### config.mk
export PLATFORM = sky130hd
export DESIGN_NAME = wri_red
export DESIGN_NICKNAME = d
export VERILOG_FILES = /design/src/rtl/wri_red_pkg.sv /design/src/rtl/wri_red_cell.sv /design/src/rtl/wri_red.sv
export SDC_FILE = /design/constraint.sdc
export NUM_CORES = 1
export LEC_CHECK = 0
export CAP_MARGIN = 20
export CORE_AREA = 2 2 39 41
export DETAILED_ROUTE_END_ITERATION = 6
export DIE_AREA = 0 0 41 43
export GPL_ROUTABILITY_DRIVEN = 0
export HOLD_SLACK_MARGIN = 0.05
export PLACE_DENSITY = 0.39
export SETUP_SLACK_MARGIN = 0.1
export SLEW_MARGIN = 0
export SYNTH_ARGS = -nofsm -noshare
export SYNTH_HDL_FRONTEND = slang
export SYNTH_SLANG_ARGS = --single-unit
### constraint.sdc
create_clock -name CLK -period 1.4 [get_ports CLK]
set_input_delay 0.14 -clock CLK [delete_from_list [all_inputs] [get_ports CLK]]
set_output_delay 0.14 -clock CLK [all_outputs]
set_load 0.005 [all_outputs]
### src/rtl/wri_red_pkg.sv
// Shared defaults and operation encodings for the wri_red register file.
package wri_red_pkg;
    localparam int WRI_RED_WIDTH = 1;
    localparam int WRI_RED_DEPTH = 4;

    localparam logic RW_READ  = 1'b0;
    localparam logic RW_WRITE = 1'b1;
endpackage

### src/rtl/wri_red_cell.sv
// One storage entry: WIDTH flops with synchronous active-low clear and write enable.
module wri_red_cell
    import wri_red_pkg::*;
#(
    parameter int WIDTH = WRI_RED_WIDTH
) (
    input  logic             CLK,
    input  logic             RST_N,
    input  logic             WE,
    input  logic [WIDTH-1:0] D,
    output logic [WIDTH-1:0] Q
);
    always_ff @(posedge CLK) begin
        if (!RST_N) begin
            Q <= '0;
        end else if (WE) begin
            Q <= D;
        end
    end
endmodule

### src/rtl/wri_red.sv
// Flop-based register file with one shared read/write port and registered read data.
module wri_red
    import wri_red_pkg::*;
#(
    parameter  int WIDTH = WRI_RED_WIDTH,
    parameter  int DEPTH = WRI_RED_DEPTH,
    localparam int AW    = $clog2(DEPTH)
) (
    input  logic             CLK,
    input  logic             RST_N,
    input  logic [AW-1:0]    ADDR,
    input  logic [WIDTH-1:0] IN,
    input  logic             RW,
    output logic [WIDTH-1:0] OUT
);
    logic [DEPTH-1:0]            wr_en;
    logic [DEPTH-1:0][WIDTH-1:0] mem;
    logic [WIDTH-1:0]            rd_data;

    // One-hot write decode; no enable is raised on a read cycle.
    always_comb begin
        wr_en = '0;
        for (int i = 0; i < DEPTH; i++) begin
            wr_en[i] = (RW == RW_WRITE) && (ADDR == AW'(i));
        end
    end

    for (genvar g = 0; g < DEPTH; g++) begin : g_cell
        wri_red_cell #(
            .WIDTH (WIDTH)
        ) u_cell (
            .CLK   (CLK),
            .RST_N (RST_N),
            .WE    (wr_en[g]),
            .D     (IN),
            .Q     (mem[g])
        );
    end

    assign rd_data = mem[ADDR];

    // OUT only moves on read edges, so it holds across writes.
    always_ff @(posedge CLK) begin
        if (!RST_N) begin
            OUT <= '0;
        end else if (RW == RW_READ) begin
            OUT <= rd_data;
        end
    end
endmodule

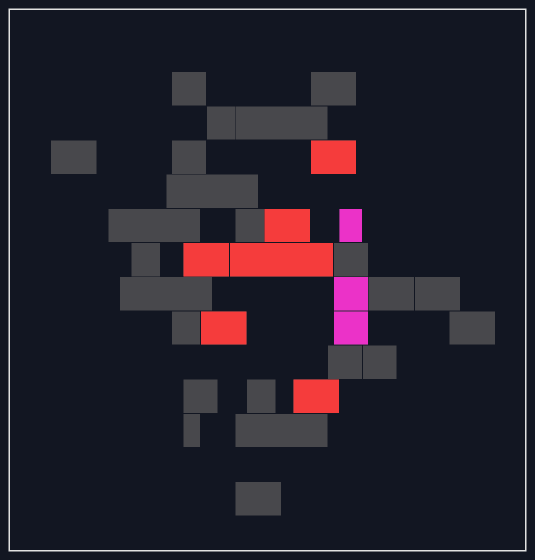
**Above:** gate families picked out.
[magenta] nand cells | cells: 3 | most used: nand3b_1
[red] mux cells | cells: 6 | most used: mux2i_1 | where: center
most frequent logic cell in the layout: clkdlybuf4s50_1
combinational share of cell area: 0.372
Non-Filler Instances: 48

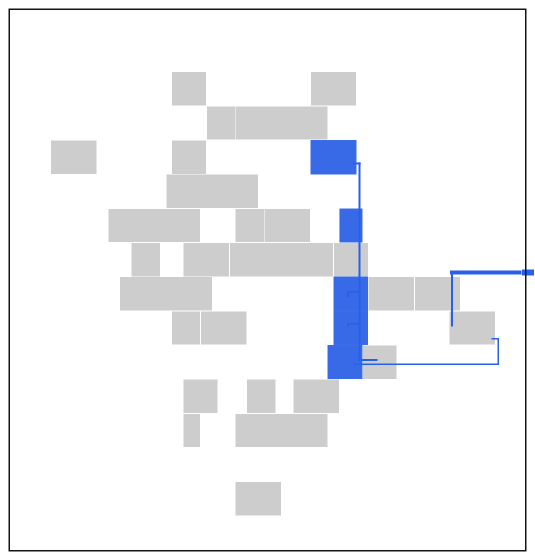
**Above:** I/O nets highlighted.
[blue] RW | bits: 1 | direction: input | edge: east | end cells: 5 | buffers: 2 | wire: 43.5 um

==> metrics.cfg <==
[die]
core_area_um2 = 1380
fp-row-count = 14
well_tap_count = 16

[yosys]
synthTopCellsByCount = dfxtp_1, mux2i_1, nor2b_1
ys_area_um2 = 231
edf_count = 0
netlist_area_um2 = 231
top_logic_kind = multiplexers
floorplan.nets = 26
synth.distinct_cells = 7
ys_sh_adder = 0

[drt]
drt_first_pass_iters = 2
via_count = 189
post_drt_wl_per_cell_um = 9.31
ant_nets = 0
avgViaCountPerCell = 3.94

[critical_path]
crit_arrival_ns = 1.35
path_cells = clkdlybuf4s50_1 -> mux4_2 -> mux2i_1 -> nor2b_1
cp-end-kind = register
start_kind = input pin
cp_max_fo = 2
cpMaxStageDelayCell = clkdlybuf4s50_1

[placement]
dp_hpwl_um = 349

[sta]
worstMarginPinSlew_ns = 0.217
maxSlewViolCount = 0
setup-tns-final_ns = 0
clock.fmax_mhz = 822
clock_skew_ns = 0.00144
worst_slack_ns = 0.183

[clock_tree]
clk_pin_slew_ns = 0.04
cts.htree.levels = 1
cts_resized = 0

[global_route]
grt_usage = 0.0696
grt_overflow = 0
grt_max_degree = 6
grt_pass1_wl_um = 745

[run_status]
run_status = complete, no violations

[cells_and_area]
regArea_um2 = 100
clk_share = 0.0745
nFlopsAndLatches = 5
sh_seq_area = 0.284
lay_top_cells = clkdlybuf4s50_1, dfxtp_1, mux2i_1, nor2b_1, clkbuf_4

[run]
maxCapViolCount = 0

[power_and_ir_drop]
seqPwrFrac = 0.414

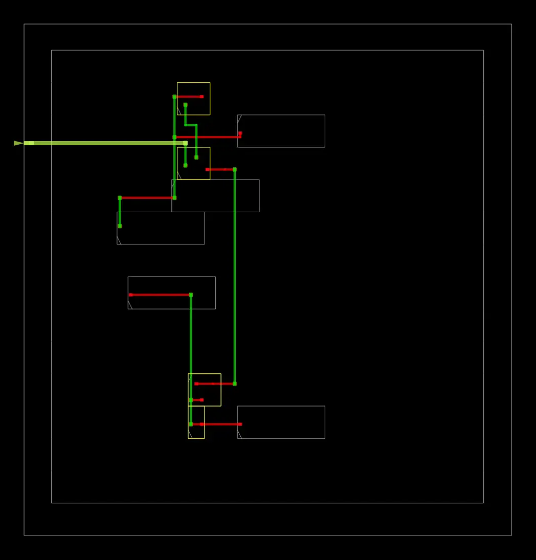
**Above:** clock nets.
total CTS buffers: 3
clk_lat worst skew: 0.24 ns
clock group power: 0.166 mW

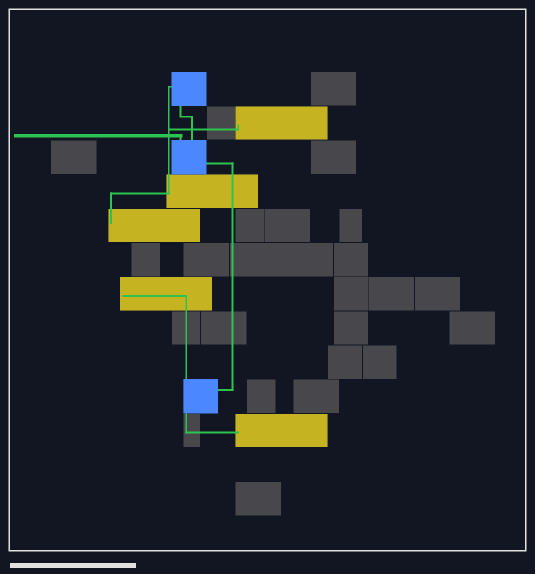
**Above:** clock wires, drivers and flops.
Scale bar: 10 um.
[yellow] flip-flops | count: 5
[blue] clock-net drivers | count: 3
[green] clock wires | length: 88.5 um
routed clock nets: 4

==> path summary, 6_finish.rpt <==
kind	from	slack, ns	depth (start not counted)	end
setup / recovery	ADDR[0]	0.18	4	OUT
hold / removal	OUT	0.51	2	OUT
setup reg to reg	g_cell[3].u_cell.Q	0.34	3	OUT
hold reg to reg	OUT	0.51	2	OUT
==> layer usage <==
| metal | GRT usage | part of all wire |
|---|---|---|
| met5 | 0 | 0 |
| met4 | 0.0800 | 0 |
| met1 | 0.0782 | 0.46 |
| met3 | 0.0314 | 0.092 |
| met2 | 0.0844 | 0.45 |
==> sequential cells by signal, summed over array words and instances, names as in the netlist <==
signal,cells
OUT,1
g_cell.u_cell.Q,4
Power figures rest on the tool's default switching activity, not on a simulated workload.
